`config.mk`:
```
export PLATFORM = sky130hd
export DESIGN_NAME = decoder_scan_sequencer
export DESIGN_NICKNAME = d
export VERILOG_FILES = /design/src/rtl/decoder_scan_sequencer.sv
export SDC_FILE = /design/constraint.sdc
export NUM_CORES = 1
export LEC_CHECK = 0
export ABC_AREA = 1
export CORE_MARGIN = 2
export CORE_UTILIZATION = 33
export DETAILED_ROUTE_END_ITERATION = 8
export SYNTH_ARGS = -nofsm -noshare
export SYNTH_HDL_FRONTEND = slang
export SYNTH_SLANG_ARGS = --single-unit
```
`constraint.sdc`:
```
create_clock -name clk -period 1.85 [get_ports clk]
set_input_delay 0.185 -clock clk [delete_from_list [all_inputs] [get_ports clk]]
set_output_delay 0.185 -clock clk [all_outputs]
set_load 0.01 [all_outputs]
```
`src/rtl/decoder_scan_sequencer.sv`:
```
// Scan sequencer driving the select/enable of a 3:8 decoder.
// Steps sel through 0..7, holding each index for a latched dwell time,
// either once (one-shot, ends with a done pulse) or continuously.
module decoder_scan_sequencer #(
  parameter int unsigned DWELL_W = 8
) (
  input  logic               clk,
  input  logic               rst_n,
  input  logic               start,
  input  logic               stop,
  input  logic               mode,
  input  logic [DWELL_W-1:0] dwell,
  output logic [2:0]         sel,
  output logic               sel_en,
  output logic               busy,
  output logic               step,
  output logic               done
);

  localparam int unsigned SEL_W = 3;
  localparam logic [SEL_W-1:0] SEL_FIRST = SEL_W'(0);
  localparam logic [SEL_W-1:0] SEL_LAST  = SEL_W'(7);
  localparam logic [DWELL_W-1:0] DWELL_ONE = DWELL_W'(1);

  typedef enum logic {
    IDLE = 1'b0,
    RUN  = 1'b1
  } state_t;

  state_t             state, state_n;
  logic [SEL_W-1:0]   sel_n;
  logic               sel_en_n;
  logic               busy_n;
  logic               step_n;
  logic               done_n;
  logic [DWELL_W-1:0] cnt, cnt_n;
  logic               mode_q, mode_n;
  logic [DWELL_W-1:0] dwell_q, dwell_n;
  logic [DWELL_W-1:0] d_start_c;

  // Effective dwell at start: a zero request is treated as a single cycle.
  assign d_start_c = (dwell == '0) ? DWELL_ONE : dwell;

  // State, output and latched-configuration registers.
  always_ff @(posedge clk or negedge rst_n) begin
    if (!rst_n) begin
      state   <= IDLE;
      sel     <= SEL_FIRST;
      sel_en  <= 1'b0;
      busy    <= 1'b0;
      step    <= 1'b0;
      done    <= 1'b0;
      cnt     <= '0;
      mode_q  <= 1'b0;
      dwell_q <= DWELL_ONE;
    end else begin
      state   <= state_n;
      sel     <= sel_n;
      sel_en  <= sel_en_n;
      busy    <= busy_n;
      step    <= step_n;
      done    <= done_n;
      cnt     <= cnt_n;
      mode_q  <= mode_n;
      dwell_q <= dwell_n;
    end
  end

  // Next-state and next-output logic; step/done default low so they pulse.
  always_comb begin
    state_n  = state;
    sel_n    = sel;
    sel_en_n = sel_en;
    busy_n   = busy;
    step_n   = 1'b0;
    done_n   = 1'b0;
    cnt_n    = cnt;
    mode_n   = mode_q;
    dwell_n  = dwell_q;

    unique case (state)
      IDLE: begin
        sel_n    = SEL_FIRST;
        sel_en_n = 1'b0;
        busy_n   = 1'b0;
        // stop has priority over a simultaneous start
        if (start && !stop) begin
          state_n  = RUN;
          sel_en_n = 1'b1;
          busy_n   = 1'b1;
          step_n   = 1'b1;
          cnt_n    = d_start_c - DWELL_ONE;
          mode_n   = mode;
          dwell_n  = d_start_c;
        end
      end

      RUN: begin
        if (stop) begin
          // abort: a partial scan never reports done
          state_n  = IDLE;
          sel_n    = SEL_FIRST;
          sel_en_n = 1'b0;
          busy_n   = 1'b0;
        end else if (cnt != '0) begin
          cnt_n = cnt - DWELL_ONE;
        end else if (sel != SEL_LAST) begin
          sel_n  = SEL_W'(sel + SEL_W'(1));
          cnt_n  = dwell_q - DWELL_ONE;
          step_n = 1'b1;
        end else if (mode_q) begin
          sel_n  = SEL_FIRST;
          cnt_n  = dwell_q - DWELL_ONE;
          step_n = 1'b1;
        end else begin
          state_n  = IDLE;
          sel_n    = SEL_FIRST;
          sel_en_n = 1'b0;
          busy_n   = 1'b0;
          done_n   = 1'b1;
        end
      end

      default: begin
        state_n  = IDLE;
        sel_n    = SEL_FIRST;
        sel_en_n = 1'b0;
        busy_n   = 1'b0;
      end
    endcase
  end

endmodule

```
Fig. 1: run 1, layout detail
Bar = 10 µm. Region (5, 5) to (30, 30) µm. Cells in gray, sequential cells in the stronger gray; small squares are vias.
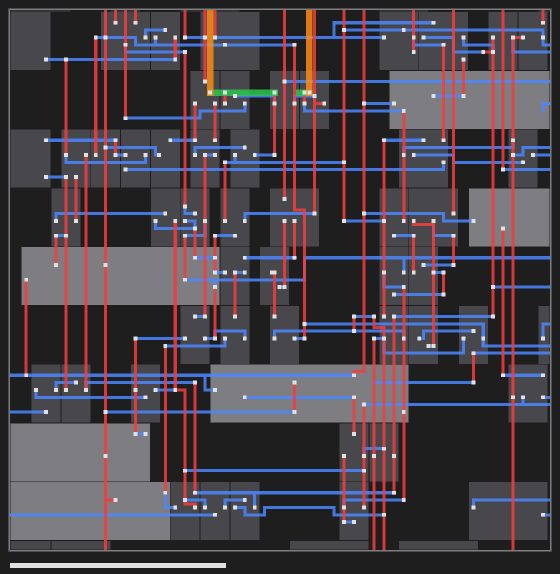
- met1: blue
- met2: red
- met3: green
- met4: orange
- sequential cells in the window: 5
- most frequent: nand2_1 (22), nor2_1 (13), dfrtp_1 (4)
- cells with their middle in the window: 54
- netlist names of flops here include: dwell_q (5)

Fig. 2: run 1, wires at chosen ports, followed through buffers
Bar = 20 µm.
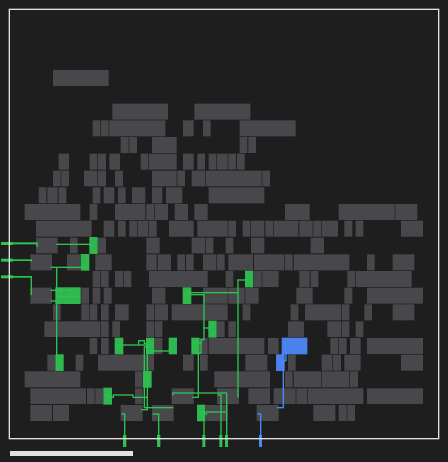
- dwell: green (direction input; edge 5 bottom, 3 left; end cells 16; buffers 8; wire 193 µm)
- stop: blue (direction input; edge bottom; end cells 2; buffers 1; wire 15.9 µm)

Fig. 3: run 1, sequential cells colored by netlist name
Bar = 20 µm. Other sequential cells in the stronger gray, the rest of the logic in the fainter gray.
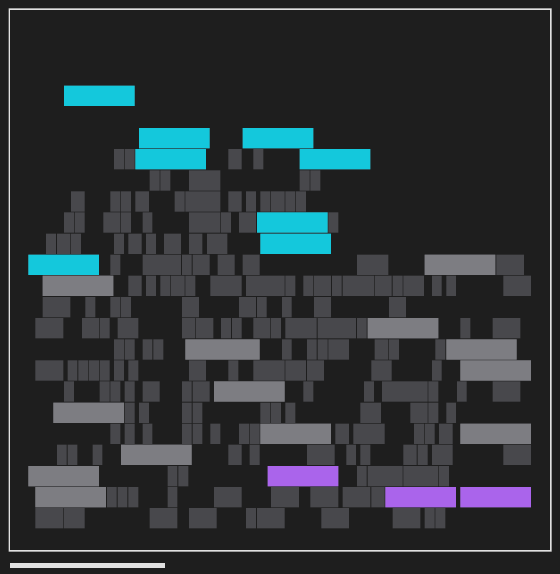
- sel: purple (sequential cells 3)
- cnt: cyan (sequential cells 8)
- not colored: 13
total sequential power: 0.841 mW
FF/Latch Area: 602 µm²

Fig. 4: run 1, gate families picked out
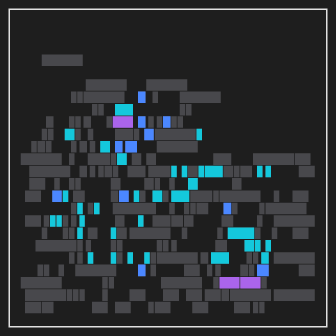
- NOR gates: cyan (cells 34; most used nor2_1)
- adder and majority cells: purple (cells 3; most used ha_1)
- inverting AOI/OAI gates: blue (cells 11; most used o21ai_1)

[run 1: layer usage]
| layer | share of wire (%) | vias up |
|---|---|---|
| li1 | - | 627 |
| met1 | 47 | 543 |
| met2 | 48 | 18 |
| met3 | 2.7 | 6 |
| met4 | 1.7 | 0 |
| met5 | 0 | - |
[run 1: worst reg2reg max path, stage by stage, from the launching register on]
cell                      delay, ns
sky130_fd_sc_hd__dfrtp_1       0.42
sky130_fd_sc_hd__nor2_1        0.11
sky130_fd_sc_hd__nand2_1       0.10
sky130_fd_sc_hd__nor2_4        0.15
sky130_fd_sc_hd__nand2_1       0.06
sky130_fd_sc_hd__nand2_1       0.07
sky130_fd_sc_hd__nand2_2       0.08
sky130_fd_sc_hd__ha_1          0.23
sky130_fd_sc_hd__nand2_2       0.11
sky130_fd_sc_hd__nor2_2        0.05
sky130_fd_sc_hd__nand2_1       0.05
sky130_fd_sc_hd__nand2_1       0.04
sky130_fd_sc_hd__nand3_1       0.06
sky130_fd_sc_hd__nand2_1       0.06
[run 1: how the worst max path moves through the flow]
stage | depth (start not counted) | start | slack, ns | to
after floorplan | 9 | sel[0] | 0.29 | cnt[0]
after global placement | 11 | dwell[3] | 0.1 | cnt[6]
after detailed placement | 11 | dwell[3] | 0.04 | cnt[6]
after CTS | 13 | cnt[5] | 0.15 | cnt[6]
after global routing | 13 | cnt[5] | 0.007 | cnt[6]
final | 13 | cnt[5] | 0.16 | cnt[6]
[run 1: through the flow]
stage	area (µm²)	std cells	power, mW
global placement	1680	259	1.68
CTS	1730	263	2.03
global route	1730	263	2.18
detailed placement	1680	259	1.69
finish	1730	263	2.00
floorplan	1420	188	1.47
[run 1: cells in the mapped netlist (3+ instances only)]
library cell,number,area [µm²]
sky130_fd_sc_hd__nand2_1,67,251
sky130_fd_sc_hd__dfrtp_1,23,576
sky130_fd_sc_hd__nor2_1,22,82.6
sky130_fd_sc_hd__inv_1,14,52.6
sky130_fd_sc_hd__nand3_1,10,50.1
sky130_fd_sc_hd__nand2_2,9,56.3
sky130_fd_sc_hd__nor2_2,6,37.5
sky130_fd_sc_hd__inv_2,5,18.8
sky130_fd_sc_hd__nand2_4,4,45.0
sky130_fd_sc_hd__nor2_4,4,45.0
sky130_fd_sc_hd__o21ai_1,4,20.0
sky130_fd_sc_hd__a31oi_1,3,18.8
sky130_fd_sc_hd__ha_1,3,37.5
[run 1: report_power, final]
part	total [mW]	internal, mW	switching (mW)
sequential	0.841	0.700	0.141
clock	0.322	0.154	0.168
combinational	0.834	0.328	0.506
total	2.00	1.18	0.815
[run 1: registers in the layout, summed over array words and instances (netlist names)]
| register | flops |
|---|---|
| busy | 1 |
| cnt | 8 |
| done | 1 |
| dwell_q | 8 |
| mode_q | 1 |
| sel | 3 |
| state | 1 |
| step | 1 |
[run 1: final cells by class]
class | count | area, µm² | area share (%)
Sequential cell | 24 | 602 | 34.9
Clock buffer | 4 | 45.0 | 2.61
Multi-Input combinational cell | 140 | 703 | 40.7
Timing Repair Buffer | 26 | 243 | 14.1
Inverter | 19 | 71.3 | 4.13
Tap cell | 50 | 62.6 | 3.62
==> summary.txt, run 1 <==
Implementation results.

The kind of start point of the critical path is a register. The signal on the critical path passes through nor2_1 > nand2_1 > nor2_4 > nand2_1 > nand2_1 > nand2_2 > ha_1 > nand2_2 > nor2_2 > nand2_1 > nand2_1 > nand3_1 > nand2_1. The number of instances resized during post-cts repair is 0.

The net count of the finished layout is 230. The number of antenna violations at the first check in global routing is 0. The cell repeated most along the worst path is sky130_fd_sc_hd__nand2_1. The iteration count recorded for the first detailed-route pass is 4.

The number of hold violations in the final report is 0. Per the CTS log, the maximum H-tree level is 1. In the final report, the number of pins over their slew limit comes to 0. The pin count of the biggest net entering global routing is 25.

Note, the detailed placer reported a final HPWL of 2310 µm. Routability-driven placement finished with a final weighted congestion of 0.847. In this design, the largest share of critical-path delay is due to simple AND/OR/NAND/NOR gates. After layout, the minimum clock period comes to 1.69 ns. The number of buffers inserted during clock tree synthesis is 3.

The cell count in the Yosys report is 188. After floorplanning, the die was sized to cover 0.00484 mm². The data required time at the worst endpoint is 2.01 ns. According to the floorplan report, the die height is 69.5 µm. The clock edge transition at the registers on the reported setup and hold paths is 0.09 ns. The share of cell area taken by muxes after synthesis is 0%.

The via count of the first global-routing pass is 1,108. The flow reported a cell area power density of 1160 mW/mm². The run finished with clean final reports. The clock tree from TritonCTS is yes. The number of buffers inserted by hold repair at cts is 0. The share of the core area taken by cells at floorplan is 34.9%. In the final timing run, aggregate negative setup slack is 0 ns. Warnings reported by Yosys during synthesis add up to 0. For reference, simple AND, OR, NAND and NOR cells occupy 42.5% of the area reported after synthesis. The floorplan core area is 0.00406 mm². The average via count per standard cell is 4.54. The number of register bits inferred by synthesis is 24. Compared with the post-synthesis result, the final layout area differs by 21.8%. In the synthesized netlist the async set-or-reset flop fraction comes to 100%. The post-synth net total is 204. The most common logic cell in the final layout is sky130_fd_sc_hd__nand2_1. The total wire length after detailed routing is 2960 µm. The number of rows created at floorplan is 23. The count of warning messages emitted by the tools is 26. In the final layout, the share of cells above drive strength 1 is 18.8%. Measured against its own limit, the worst slew margin works out to 78.5%. Prior to clock tree synthesis, the placed netlist has a worst setup slack of 0.0436 ns. On met2, the global router reports a usage of 23.2%. The final period utilization is 91.4%.
==> run 2: changes to the inputs <==
Clock period 1.85 ns to 1.65 ns, I/O delays scaled along.
Fig. 5: run 2, gate families picked out
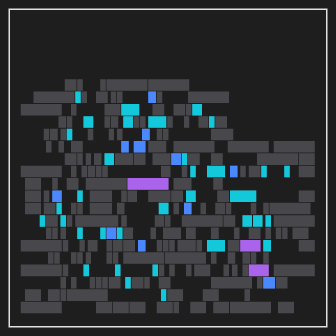
- inverting AOI/OAI gates: blue (cells 11; most used o21ai_1)
- adder and majority cells: purple (cells 3; most used ha_1)
- NOR gates: cyan (cells 34; most used nor2_1)

==> summary.txt, run 2 <==
Implementation results.

The run finished with clean final reports. After Yosys synthesis, and, or, nand and nor cells account for 42.5% of the synthesized area. The floorplan core density is 34.9%. In this run the tools logged warnings totalling 27.

Subtracting the final worst setup slack from the clock period gives 1.56 ns. The number of rows created at floorplan is 23. Routed signal wires occupy layers up through met4. The area growth from synthesis to final layout is 34.8%. For reference, the top cells by count after synthesis are sky130_fd_sc_hd__nand2_1 (67), sky130_fd_sc_hd__dfrtp_1 (23), sky130_fd_sc_hd__nor2_1 (22).

Dividing the detail-routed via count by the number of cells gives 4.50. The worst setup slack after placement is -0.0527 ns. The area share of the leading cell type in the synthesized netlist is 40.6%.

The combinational share of power is 48.4%. The report lists the cells along the critical path as nor2_2 > nand2_2 > nor2_4 > nand2_1 > nand2_1 > nand2_2 > buf_4 > inv_2 > nor2_4 > nand2_1 > nand2_1 > nand3_1 > nand2_1. Headroom to the max-slew limit came out at 77.8%. Per STA, the library cell used most along the worst path is sky130_fd_sc_hd__nand2_1. The synthesis stat section lists a flop and latch total of 24. The registers reported with the highest flop counts are cnt (8), dwell_q (8), sel (3). In the power breakdown, the internal column shows 1.55 mW. The final timing report lists a hold violation count of 0. The number of max-slew violations in the final report is 0. Yosys reports the multiplexer fraction of the synthesized area as 0%. The total wire length after detailed routing is 3130 µm.

The final period utilization is 94.7%. The first detailed-routing pass ran for 4 iterations. On the reported timing paths, the clock transition at the registers reads 0.09 ns. In this run the vertical extent of the chip is 69.5 µm.

The required time at the worst endpoint is listed as 1.82 ns.
==> run 2: timing repair <==
| action | 4_1_cts | 5_1_grt |
|---|---|---|
| resized | 0 | 7 |
| endpoints found under the setup margin | 0 | 8 |
| buffers inserted | 0 | 1 |
==> run 2: final cells by class <==
| cell class | instances | area, µm² | share of cell area [%] |
|---|---|---|---|
| Clock buffer | 4 | 55.1 | 2.88 |
| Multi-Input combinational cell | 140 | 731 | 38.2 |
| Inverter | 19 | 71.3 | 3.73 |
| Timing Repair Buffer | 45 | 389 | 20.4 |
| Tap cell | 50 | 62.6 | 3.27 |
| Sequential cell | 24 | 602 | 31.5 |
==> run 2: layer usage <==
layer | vias to the layer above | global-route usage, %
met5 | - | 0
met1 | 584 | 17.5
met2 | 15 | 24.4
li1 | 665 | -
met3 | 5 | 3.49
met4 | 0 | 3.92
==> run 2: worst max path at each step <==
stage | startpoint | to | cells after the start | slack (ns)
after detailed placement | dwell[3] | cnt[6] | 12 | -0.05
after floorplan | sel[0] | cnt[0] | 9 | 0.09
after CTS | cnt[1] | cnt[6] | 13 | 0.02
final | cnt[1] | cnt[7] | 13 | 0.09
after global routing | cnt[1] | cnt[7] | 13 | -0.09
after global placement | dwell[3] | cnt[6] | 12 | -0.009
==> run 2: cell families after synthesis <==
group | Yosys count
flops | 24
buf+inv | 24
simple gates | 126
fa+ha+maj | 3
compound gates | 11
==> run 2: stage by stage <==
step                instances  hold WS, ns  power [mW]
global placement          277        0.455        2.07
finish                    282        0.251        2.53
global route              282        0.310        2.75
floorplan                 188       -0.131        1.65
detailed placement        277        0.464        2.08
CTS                       281        0.252        2.51
==> run 2: worst max-delay path: cells and delay by family, from the launching register on <==
family,cells,cell delay [ns]
and+or+nand+nor,11,0.80
DFF,1,0.43
buffers and inverters,2,0.23
==> run 2: power by group through the flow <==
stage	clock [mW]	combinational, mW	sequential [mW]
after floorplan	0	0.734	0.915
after global placement	0	1.17	0.903
after detailed placement	0	1.18	0.903
after CTS	0.436	1.18	0.894
after global routing	0.448	1.38	0.923
final	0.411	1.23	0.897
==> run 3: changes to the inputs <==
Settings changed: MAX_ROUTING_LAYER set to met4.
Fig. 6: run 3, gate families picked out
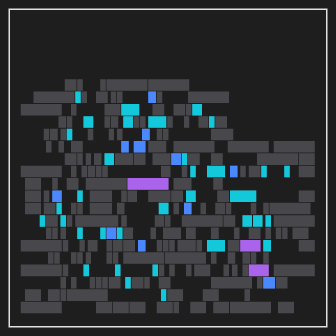
- NOR gates: cyan (cells 34; most used nor2_1)
- adder and majority cells: purple (cells 3; most used ha_1)
- inverting AOI/OAI gates: blue (cells 11; most used o21ai_1)

==> summary.txt, run 3 <==
Implementation results.

Entering global routing, the biggest net connects 25 pins. The number of antenna violations at the first check in global routing is 0. The half-perimeter wire length after placement is 2400 µm. The number of hold violations in the final report is 0. The cell count in the Yosys report is 188.

The floorplan core density is 34.9%. The number of register bits inferred by synthesis is 24. Of all flip-flops after synthesis, the portion carrying an async set or reset was 100%. The final hold slack is 0.251 ns. The H-tree depth is 1. The cell area reported after detailed placement is 0.00182 mm². The top cell type by area accounts for 40.6% of the synthesized area. The count of warning messages emitted by the tools is 27. The clock edge transition at the registers on the reported setup and hold paths is 0.09 ns. After synthesis, the most frequently instantiated cells are sky130_fd_sc_hd__nand2_1 (67), sky130_fd_sc_hd__dfrtp_1 (23), sky130_fd_sc_hd__nor2_1 (22).

The number of iterations in the first detailed-routing pass is 4. The run finished with clean final reports. The count of placed standard cells in the final layout, fillers left out is 282. Cell internal power was estimated by the tool at 1.55 mW. For this run, the post-layout net count is 249.
==> run 3: cell counts in the layout (fill, tap and decap cells not counted) <==
No cell type changed its count.
==> run 3: cell families (layout without fill, tap and decap cells) <==
logic type | after synthesis | count (layout) | synth area share, %
adder cells (fa/ha/maj) | 3 | 3 | 2.65
flip-flops | 24 | 24 | 42.5
buffers and inverters | 24 | 68 | 7.94
AND/OR/NAND/NOR | 126 | 126 | 42.5
AND-OR/OR-AND | 11 | 11 | 4.50
==> run 3: what timing repair did <==
item | in CTS | in global routing
endpoints found under the setup margin | 0 | 8
setup buffers | 0 | 1
hold buffers | 0 | 0
gates resized | 0 | 7
==> run 3: per-layer routing <==
metal	vias to the layer above	part of all wire, %	wire [µm]	GRT usage [%]
li1	665	-	-	-
met4	0	1.2	38	3.92
met1	584	46	1450	17.5
met3	5	3.0	94	3.49
met5	-	0	0	-
met2	15	50	1550	24.4
==> run 3: critical path: cells and delay by family, from the launching register on <==
kind | cells | cell delay [ns]
DFF | 1 | 0.43
buffers and inverters | 2 | 0.23
and+or+nand+nor | 11 | 0.80
==> run 3: area by class of cell <==
type | instances | area, µm²
fillers | 402 | 2150
multi-input cells | 140 | 731
flip-flops and latches | 24 | 602
repair buffers | 45 | 389
inverters | 19 | 71.3
well taps | 50 | 62.6
clock buffers | 4 | 55.1
==> run 3: worst paths after layout <==
kind / end / slack [ns] / from
worst max-delay path: cnt[7] / 0.09 / cnt[1]
worst min-delay path: dwell_q[5] / 0.25 / rst_n
worst max register to register: cnt[7] / 0.09 / cnt[1]
worst min register to register: done / 0.48 / mode_q
max in group asynchronous: dwell_q[0] / 1.10 / rst_n
min in group clk: mode_q / 0.42 / mode
==> run 3: power by group through the flow <==
stage,registers (mW),clock network (mW),logic [mW]
floorplan,0.915,0,0.734
detailed placement,0.903,0,1.18
global placement,0.903,0,1.17
global route,0.923,0.448,1.38
CTS,0.894,0.436,1.18
finish,0.897,0.411,1.23
==> run 3: metrics by stage <==
stage	setup slack [ns]	total power, mW	utilization, %
finish	0.0880	2.53	47.1
global route	-0.0883	2.75	47.1
CTS	0.0180	2.51	46.1
detailed placement	-0.0527	2.08	44.8
global placement	-0.00934	2.07	44.8
floorplan	0.0926	1.65	-
Power figures rest on the tool's default switching activity, not on a simulated workload.
